<file path="src/rtl/tx_polyphase_iq_pkg.sv">
// Shared constants, tap entry type and arithmetic helpers for the polyphase I/Q transmitter.
package tx_polyphase_iq_pkg;

  localparam int UPSAMPLE_DEF   = 4;
  localparam int NCOEF_DEF      = 24;
  localparam int COEF_NBITS_DEF = 8;
  localparam int COEF_FBITS_DEF = 7;
  localparam int OUT_NBITS_DEF  = 8;
  localparam int OUT_FBITS_DEF  = 7;

  localparam int PHASE_W = $clog2(UPSAMPLE_DEF);
  localparam int ADDR_W  = $clog2(NCOEF_DEF);

  // A cleared entry (vld=0) is a stuffed zero symbol and contributes nothing.
  typedef struct packed {
    logic vld;
    logic sym;
  } tap_t;

  function automatic int ntaps(input int ncoef, input int upsample);
    return ncoef / upsample;
  endfunction

  function automatic int acc_nbits(input int coef_nbits, input int n_taps);
    return coef_nbits + $clog2(n_taps) + 1;
  endfunction

  // Returns {sat, value}; value is the truncated sample, sign-extended to 32 bits.
  function automatic logic [32:0] sat_trunc(input logic signed [31:0] acc,
                                            input int shift, input int out_nbits);
    logic signed [31:0] q;
    logic signed [31:0] hi;
    logic signed [31:0] lo;
    q  = acc >>> shift;
    hi = (32'sd1 <<< (out_nbits - 1)) - 32'sd1;
    lo = -hi - 32'sd1;
    if (q > hi) return {1'b1, hi};
    if (q < lo) return {1'b1, lo};
    return {1'b0, q};
  endfunction

endpackage

</file>
<file path="src/rtl/tx_polyphase_iq_if.sv">
// Symbol, coefficient-write and sample bus of the polyphase I/Q transmitter.
interface tx_polyphase_iq_if;
  import tx_polyphase_iq_pkg::*;

  logic                              enable;
  logic                              sym_valid;
  logic                              sym_i;
  logic                              sym_q;
  logic                              sym_ready;
  logic                              coef_we;
  logic [ADDR_W-1:0]                 coef_addr;
  logic signed [COEF_NBITS_DEF-1:0]  coef_data;
  logic signed [OUT_NBITS_DEF-1:0]   tx_i;
  logic signed [OUT_NBITS_DEF-1:0]   tx_q;
  logic                              tx_valid;
  logic [PHASE_W-1:0]                tx_phase;
  logic                              sat_i;
  logic                              sat_q;

  modport master (
    output enable, sym_valid, sym_i, sym_q, coef_we, coef_addr, coef_data,
    input  sym_ready, tx_i, tx_q, tx_valid, tx_phase, sat_i, sat_q
  );

  modport slave (
    input  enable, sym_valid, sym_i, sym_q, coef_we, coef_addr, coef_data,
    output sym_ready, tx_i, tx_q, tx_valid, tx_phase, sat_i, sat_q
  );

endinterface

</file>
<file path="src/rtl/tx_polyphase_iq_fir_branch.sv">
// One rail of the polyphase FIR: symbol buffer plus accumulate/saturate for the current phase.
module tx_polyphase_iq_fir_branch
  import tx_polyphase_iq_pkg::*;
#(
  parameter int UPSAMPLE   = UPSAMPLE_DEF,
  parameter int NCOEF      = NCOEF_DEF,
  parameter int COEF_NBITS = COEF_NBITS_DEF,
  parameter int COEF_FBITS = COEF_FBITS_DEF,
  parameter int OUT_NBITS  = OUT_NBITS_DEF,
  parameter int OUT_FBITS  = OUT_FBITS_DEF
) (
  input  logic                          clk,
  input  logic                          rst_n,
  input  logic                          i_shift,
  input  logic                          i_sym_valid,
  input  logic                          i_sym_bit,
  input  logic [$clog2(UPSAMPLE)-1:0]   i_phase,
  input  logic signed [COEF_NBITS-1:0]  i_coef [NCOEF],
  output logic signed [OUT_NBITS-1:0]   o_value,
  output logic                          o_sat
);

  localparam int NTAPS     = ntaps(NCOEF, UPSAMPLE);
  localparam int ACC_NBITS = acc_nbits(COEF_NBITS, NTAPS);
  localparam int AW        = $clog2(NCOEF);

  tap_t                        r_buf  [NTAPS];
  tap_t                        w_tap  [NTAPS];
  logic signed [ACC_NBITS-1:0] w_term [NTAPS];
  logic signed [ACC_NBITS-1:0] w_acc;
  logic [32:0]                 w_st;
  logic                        w_unused;

  // On an acceptance edge the incoming symbol already feeds the phase-0 sample.
  genvar gi;
  generate
    for (gi = 0; gi < NTAPS; gi++) begin : g_tap
      logic [AW-1:0]               w_idx;
      logic signed [COEF_NBITS-1:0] w_c;
      if (gi == 0) begin : g_head
        assign w_tap[gi] = i_shift ? tap_t'{vld: i_sym_valid, sym: i_sym_bit} : r_buf[gi];
      end else begin : g_body
        assign w_tap[gi] = i_shift ? r_buf[gi-1] : r_buf[gi];
      end
      assign w_idx = AW'(gi * UPSAMPLE) + AW'(i_phase);
      assign w_c   = i_coef[w_idx];
      assign w_term[gi] = !w_tap[gi].vld ? '0 :
                          w_tap[gi].sym  ? {{(ACC_NBITS-COEF_NBITS){w_c[COEF_NBITS-1]}}, w_c} :
                                          -{{(ACC_NBITS-COEF_NBITS){w_c[COEF_NBITS-1]}}, w_c};
    end
  endgenerate

  always_ff @(posedge clk or negedge rst_n) begin
    if (!rst_n) begin
      for (int t = 0; t < NTAPS; t++) r_buf[t] <= '0;
    end else if (i_shift) begin
      for (int t = 0; t < NTAPS; t++) r_buf[t] <= w_tap[t];
    end
  end

  always_comb begin
    w_acc = '0;
    for (int t = 0; t < NTAPS; t++) w_acc = w_acc + w_term[t];
  end

  assign w_st     = sat_trunc(32'(w_acc), COEF_FBITS - OUT_FBITS, OUT_NBITS);
  assign o_sat    = w_st[32];
  assign o_value  = w_st[OUT_NBITS-1:0];
  assign w_unused = ^w_st[31:OUT_NBITS];

endmodule

</file>
<file path="src/rtl/tx_polyphase_iq.sv">
// Two-rail polyphase pulse-shaping transmitter: phase counter, symbol handshake,
// runtime coefficient register file and registered saturated outputs.
module tx_polyphase_iq
  import tx_polyphase_iq_pkg::*;
#(
  parameter int UPSAMPLE   = UPSAMPLE_DEF,
  parameter int NCOEF      = NCOEF_DEF,
  parameter int COEF_NBITS = COEF_NBITS_DEF,
  parameter int COEF_FBITS = COEF_FBITS_DEF,
  parameter int OUT_NBITS  = OUT_NBITS_DEF,
  parameter int OUT_FBITS  = OUT_FBITS_DEF,
  parameter logic [NCOEF*COEF_NBITS-1:0] COEF_INIT = '0
) (
  input  logic             clk,
  input  logic             rst_n,
  tx_polyphase_iq_if.slave bus
);

  localparam int PW = $clog2(UPSAMPLE);
  localparam int AW = $clog2(NCOEF);

  logic [PW-1:0]                r_phase;
  logic signed [COEF_NBITS-1:0] r_coef [NCOEF];
  logic signed [OUT_NBITS-1:0]  r_tx_i;
  logic signed [OUT_NBITS-1:0]  r_tx_q;
  logic                         r_tx_valid;
  logic [PW-1:0]                r_tx_phase;
  logic                         r_sat_i;
  logic                         r_sat_q;

  logic                         w_shift;
  logic signed [OUT_NBITS-1:0]  w_val_i;
  logic signed [OUT_NBITS-1:0]  w_val_q;
  logic                         w_sat_i;
  logic                         w_sat_q;

  assign w_shift       = bus.enable && (r_phase == '0);
  assign bus.sym_ready = w_shift;

  // UPSAMPLE is a power of two, so the counter wraps on its own.
  always_ff @(posedge clk or negedge rst_n) begin
    if (!rst_n)          r_phase <= '0;
    else if (bus.enable) r_phase <= r_phase + 1'b1;
  end

  // Addresses beyond NCOEF-1 match no entry and are dropped.
  always_ff @(posedge clk or negedge rst_n) begin
    if (!rst_n) begin
      for (int k = 0; k < NCOEF; k++)
        r_coef[k] <= COEF_INIT[(NCOEF-1-k)*COEF_NBITS +: COEF_NBITS];
    end else if (bus.coef_we) begin
      for (int k = 0; k < NCOEF; k++)
        if (bus.coef_addr == AW'(k)) r_coef[k] <= bus.coef_data;
    end
  end

  tx_polyphase_iq_fir_branch #(
    .UPSAMPLE(UPSAMPLE), .NCOEF(NCOEF), .COEF_NBITS(COEF_NBITS),
    .COEF_FBITS(COEF_FBITS), .OUT_NBITS(OUT_NBITS), .OUT_FBITS(OUT_FBITS)
  ) u_fir_i (
    .clk(clk), .rst_n(rst_n), .i_shift(w_shift), .i_sym_valid(bus.sym_valid),
    .i_sym_bit(bus.sym_i), .i_phase(r_phase), .i_coef(r_coef),
    .o_value(w_val_i), .o_sat(w_sat_i)
  );

  tx_polyphase_iq_fir_branch #(
    .UPSAMPLE(UPSAMPLE), .NCOEF(NCOEF), .COEF_NBITS(COEF_NBITS),
    .COEF_FBITS(COEF_FBITS), .OUT_NBITS(OUT_NBITS), .OUT_FBITS(OUT_FBITS)
  ) u_fir_q (
    .clk(clk), .rst_n(rst_n), .i_shift(w_shift), .i_sym_valid(bus.sym_valid),
    .i_sym_bit(bus.sym_q), .i_phase(r_phase), .i_coef(r_coef),
    .o_value(w_val_q), .o_sat(w_sat_q)
  );

  // A stalled cycle drops tx_valid but leaves the last sample on the bus.
  always_ff @(posedge clk or negedge rst_n) begin
    if (!rst_n) begin
      r_tx_i     <= '0;
      r_tx_q     <= '0;
      r_tx_valid <= 1'b0;
      r_tx_phase <= '0;
      r_sat_i    <= 1'b0;
      r_sat_q    <= 1'b0;
    end else if (bus.enable) begin
      r_tx_i     <= w_val_i;
      r_tx_q     <= w_val_q;
      r_tx_valid <= 1'b1;
      r_tx_phase <= r_phase;
      r_sat_i    <= w_sat_i;
      r_sat_q    <= w_sat_q;
    end else begin
      r_tx_valid <= 1'b0;
    end
  end

  assign bus.tx_i     = r_tx_i;
  assign bus.tx_q     = r_tx_q;
  assign bus.tx_valid = r_tx_valid;
  assign bus.tx_phase = r_tx_phase;
  assign bus.sat_i    = r_sat_i;
  assign bus.sat_q    = r_sat_q;

endmodule

</file>
<file path="src/flat_wrapper.sv">
// flat-port wrapper written by rule: the top's interface ports become plain ports
module tx_polyphase_iq_flat import tx_polyphase_iq_pkg::*;
#(
  parameter int UPSAMPLE   = UPSAMPLE_DEF,
  parameter int NCOEF      = NCOEF_DEF,
  parameter int COEF_NBITS = COEF_NBITS_DEF,
  parameter int COEF_FBITS = COEF_FBITS_DEF,
  parameter int OUT_NBITS  = OUT_NBITS_DEF,
  parameter int OUT_FBITS  = OUT_FBITS_DEF,
  parameter logic [NCOEF*COEF_NBITS-1:0] COEF_INIT = '0
)
  (clk, rst_n, bus_enable, bus_sym_valid, bus_sym_i, bus_sym_q, bus_coef_we, bus_coef_addr, bus_coef_data, bus_sym_ready, bus_tx_i, bus_tx_q, bus_tx_valid, bus_tx_phase, bus_sat_i, bus_sat_q);
  tx_polyphase_iq_if bus_i ();
  input  logic clk;
  input  logic rst_n;
  input wire logic [$bits(bus_i.enable)-1:0] bus_enable;
  input wire logic [$bits(bus_i.sym_valid)-1:0] bus_sym_valid;
  input wire logic [$bits(bus_i.sym_i)-1:0] bus_sym_i;
  input wire logic [$bits(bus_i.sym_q)-1:0] bus_sym_q;
  input wire logic [$bits(bus_i.coef_we)-1:0] bus_coef_we;
  input wire logic [$bits(bus_i.coef_addr)-1:0] bus_coef_addr;
  input wire logic [$bits(bus_i.coef_data)-1:0] bus_coef_data;
  output wire logic [$bits(bus_i.sym_ready)-1:0] bus_sym_ready;
  output wire logic [$bits(bus_i.tx_i)-1:0] bus_tx_i;
  output wire logic [$bits(bus_i.tx_q)-1:0] bus_tx_q;
  output wire logic [$bits(bus_i.tx_valid)-1:0] bus_tx_valid;
  output wire logic [$bits(bus_i.tx_phase)-1:0] bus_tx_phase;
  output wire logic [$bits(bus_i.sat_i)-1:0] bus_sat_i;
  output wire logic [$bits(bus_i.sat_q)-1:0] bus_sat_q;
  assign bus_i.enable = bus_enable;
  assign bus_i.sym_valid = bus_sym_valid;
  assign bus_i.sym_i = bus_sym_i;
  assign bus_i.sym_q = bus_sym_q;
  assign bus_i.coef_we = bus_coef_we;
  assign bus_i.coef_addr = bus_coef_addr;
  assign bus_i.coef_data = bus_coef_data;
  assign bus_sym_ready = bus_i.sym_ready;
  assign bus_tx_i = bus_i.tx_i;
  assign bus_tx_q = bus_i.tx_q;
  assign bus_tx_valid = bus_i.tx_valid;
  assign bus_tx_phase = bus_i.tx_phase;
  assign bus_sat_i = bus_i.sat_i;
  assign bus_sat_q = bus_i.sat_q;
  tx_polyphase_iq #(.UPSAMPLE(UPSAMPLE), .NCOEF(NCOEF), .COEF_NBITS(COEF_NBITS), .COEF_FBITS(COEF_FBITS), .OUT_NBITS(OUT_NBITS), .OUT_FBITS(OUT_FBITS), .COEF_INIT(COEF_INIT)) u_core (.clk(clk), .rst_n(rst_n), .bus(bus_i));
endmodule
</file>
<file path="config.mk">
export PLATFORM = sky130hd
export DESIGN_NAME = tx_polyphase_iq_flat
export DESIGN_NICKNAME = d
export VERILOG_FILES = /design/src/rtl/tx_polyphase_iq_pkg.sv /design/src/rtl/tx_polyphase_iq_if.sv /design/src/rtl/tx_polyphase_iq_fir_branch.sv /design/src/rtl/tx_polyphase_iq.sv /design/src/flat_wrapper.sv
export SDC_FILE = /design/constraint.sdc
export NUM_CORES = 1
export LEC_CHECK = 0
export CAP_MARGIN = 20
export CORE_AREA = 8 8 134 261
export CTS_CLUSTER_SIZE = 28
export DETAILED_ROUTE_END_ITERATION = 8
export DIE_AREA = 0 0 142 269
export PLACE_DENSITY = 0.63
export SETUP_SLACK_MARGIN = 0.3
export SYNTH_ARGS = -nofsm -noshare
export SYNTH_HDL_FRONTEND = slang
export SYNTH_SLANG_ARGS = --single-unit
</file>
<file path="constraint.sdc">
create_clock -name clk -period 8.7 [get_ports clk]
set_clock_uncertainty 0.2 [all_clocks]
set_input_delay 1.74 -clock clk [delete_from_list [all_inputs] [get_ports clk]]
set_output_delay 1.74 -clock clk [all_outputs]
set_load 0.02 [all_outputs]
</file>
run_1/density.png
Scale bar: 50 um. 14 x 27 tiles, from white (low) to dark blue (high), 0 to 100% covered.
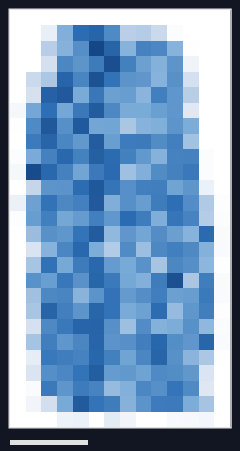
- fullest tile: 91%
- densest ninth of the die: center
- emptiest ninth of the die: upper right
- nearly empty tiles: 20%
- tiles over 75% full: 11%
- mean over tiles: 44%

run_1/registers.png
Scale bar: 50 um. Other sequential cells in the stronger gray, the rest of the logic in the fainter gray.
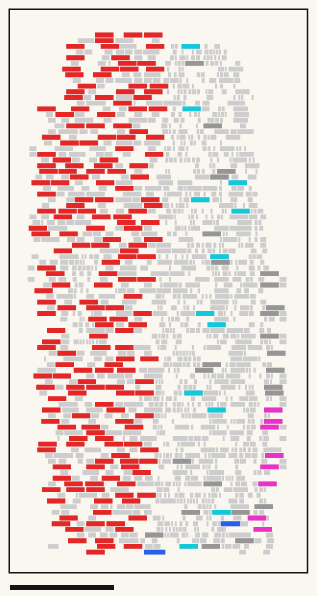
- u_core.r_phase: blue (sequential cells 2)
- u_core.u_fir_i.r_buf: cyan (sequential cells 12)
- u_core.bus.tx_q: magenta (sequential cells 8; where lower right)
- u_core.r_coef: red (sequential cells 192)

==> ci_impl_report.md, run 1 <==
### Flow metrics

| Metric | Value |
|---|---|
| Run status | finished clean |
| Worst setup SP type | input port |
| Sequential share of the synthesized area | 38.3% |
| DRC violations left | 0 |
| Invs w/o clock | 150 |
| Final RePlAce weighted congestion | 0.965 |
| Arithmetic-cell share of the synthesized area counting full adders, half adders and majority gates | 13.2% |
| Well-tap cell count | 423 |
| Syn-to-layout area delta | 10.8% |
| Largest register by flop count | u_core.r_coef |
| Worst Setup SP | bus_enable |
| Worst Max-Slew Pin Slew | 1.06 ns |
| Commonest cells after routing, fill and taps aside | sky130_fd_sc_hd__dfrtp_1, sky130_fd_sc_hd__mux2_2, sky130_fd_sc_hd__inv_1, sky130_fd_sc_hd__nand2_1, sky130_fd_sc_hd__fa_1 |
| Max stage delay on crit path | 0.60 ns |
| CTS Sinks | 239 |
| Clk ins delay skew pair | 0.54 ns |
| Number of warning messages in the logs | 28 |
| Most numerous cell types in the synthesized netlist | sky130_fd_sc_hd__dfrtp_1, sky130_fd_sc_hd__mux2_2, sky130_fd_sc_hd__inv_1, sky130_fd_sc_hd__nand2_1, sky130_fd_sc_hd__fa_1 |
| Final cell utilization of the core | 55.0% |
| Total Routed Length | 41200 um |
| Vias after detailed routing | 10481 |
| Cell type with the largest total area | sky130_fd_sc_hd__dfrtp_1 |
| Antenna Diode Count | 0 |
| Total number of nets in the final design | 1564 |
| Post-synth area from yosys stat | 15600 sq um |
| Worst relative slew slack | 29.4% |
| Number of standard cells in the final layout excluding fillers | 1870 |
| Final hold violations | 0 |
| Number of max-slew violations in the final report | 0 |
| Clock transition time at the flip-flop clock pins of the worst setup and hold paths | 0.06 ns |
| Area share of and-or/or-and cells after synthesis | 5.96% |
| Die footprint | 38200 sq um |
| Met3 Wirelength | 1240 um |
| Smallest hold slack | 0.282 ns |
| Max clock buf depth | 3 |
| DR vias/cell | 5.60 |
| DR WL met2 | 21900 um |
| Syn Area/Cell | 11.3 sq um |
| Syn_nets | 1512 |
| Final setup viols | 0 |
| Multi-input combinational area share | 50.7% |
| Number of flops mapped to enable cells by yosys | 0 |
run_1/pdn.png
Scale bar: 50 um. Pins as bars on the die edge. Tap cells in gray.
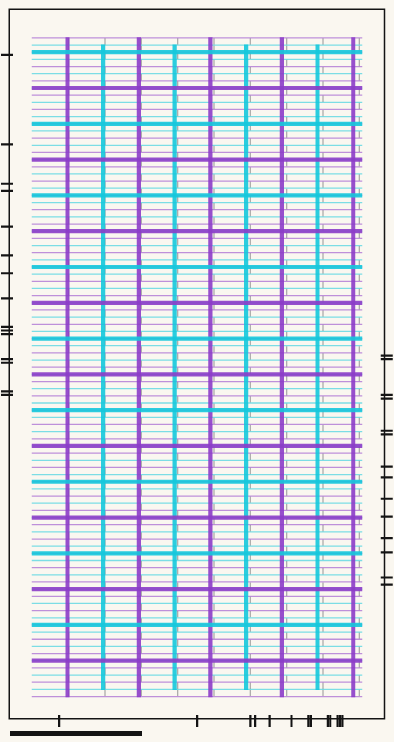
- VSS: purple
- VDD: cyan
- met1 rails: 93
- rows: 92

run_1/port_nets.png
Scale bar: 50 um.
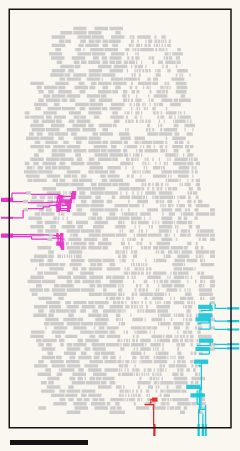

==> run 2: changes to the inputs <==
CORE_AREA = 2 2 128 255   (was 8 8 134 261)
DIE_AREA = 0 0 130 257   (was 0 0 142 269)
clock period = 7.45 ns   (was 8.7 ns; I/O delays follow)
run_2/port_nets.png
Scale bar: 50 um.
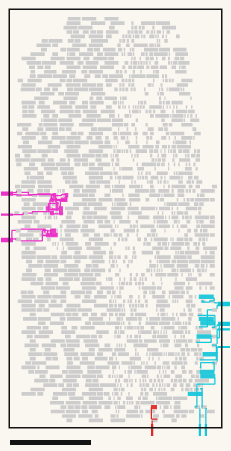
- bus_sym_i: red (bits 1; direction input; edge bottom; end cells 1; buffers 1; wire 14.7 um)
- bus_tx_q: cyan (bits 8; direction output; edge 6 right, 2 bottom; end cells 8; buffers 8; wire 214 um)
- bus_coef_addr: magenta (bits 5; direction input; edge left; end cells 18; buffers 5; wire 237 um)

run_2/registers.png
Scale bar: 50 um. Other sequential cells in the stronger gray, the rest of the logic in the fainter gray.
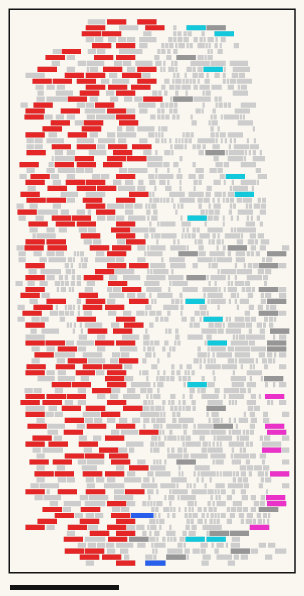
- u_core.bus.tx_q: magenta (sequential cells 8; where lower right)
- u_core.r_phase: blue (sequential cells 2)
- u_core.u_fir_i.r_buf: cyan (sequential cells 12)
- u_core.r_coef: red (sequential cells 192)
- not colored: 25

==> run 2 against run 1 <==
Hold slack got worse by 0.0012 ns. Register-to-register slack worse by 0.68 ns. Die area is 13% lower. Flip-flop count did not move. First-iteration DRC count fell by 19%. Clock-buffer cell count shrank 7. Critical path depth is the same. Critical endpoint unchanged. Non-clock buffer count up 67.
==> ci_impl_report.md, run 2 <==
### Flow metrics

| Metric | Value |
|---|---|
| Clock transition time at the flip-flop clock pins of the worst setup and hold paths | 0.07 ns (about the same) |
| Number of warning messages in the logs | 28 (unchanged) |
| Max stage delay on crit path | 0.58 ns (-0.02 ns) |
| Well-tap cell count | 423 (unchanged) |
| Invs w/o clock | 150 (unchanged) |
| Total Routed Length | 42800 um (+3.7%) |
| Final hold violations | 0 (unchanged) |
| Largest register by flop count | u_core.r_coef |
| Most numerous cell types in the synthesized netlist | sky130_fd_sc_hd__dfrtp_1, sky130_fd_sc_hd__mux2_2, sky130_fd_sc_hd__inv_1, sky130_fd_sc_hd__nand2_1, sky130_fd_sc_hd__fa_1 |
| Commonest cells after routing, fill and taps aside | sky130_fd_sc_hd__dfrtp_1, sky130_fd_sc_hd__mux2_2, sky130_fd_sc_hd__inv_1, sky130_fd_sc_hd__nand2_1, sky130_fd_sc_hd__buf_4 |
| Worst relative slew slack | 35.7% (+6.2 points) |
| Final setup viols | 0 (unchanged) |
| Run status | finished clean |
| Met3 Wirelength | 1250 um (+1.1%) |
| Area share of and-or/or-and cells after synthesis | 5.96% (unchanged) |
| Antenna Diode Count | 0 (unchanged) |
| Worst setup SP type | input port |
| DRC violations left | 0 (unchanged) |
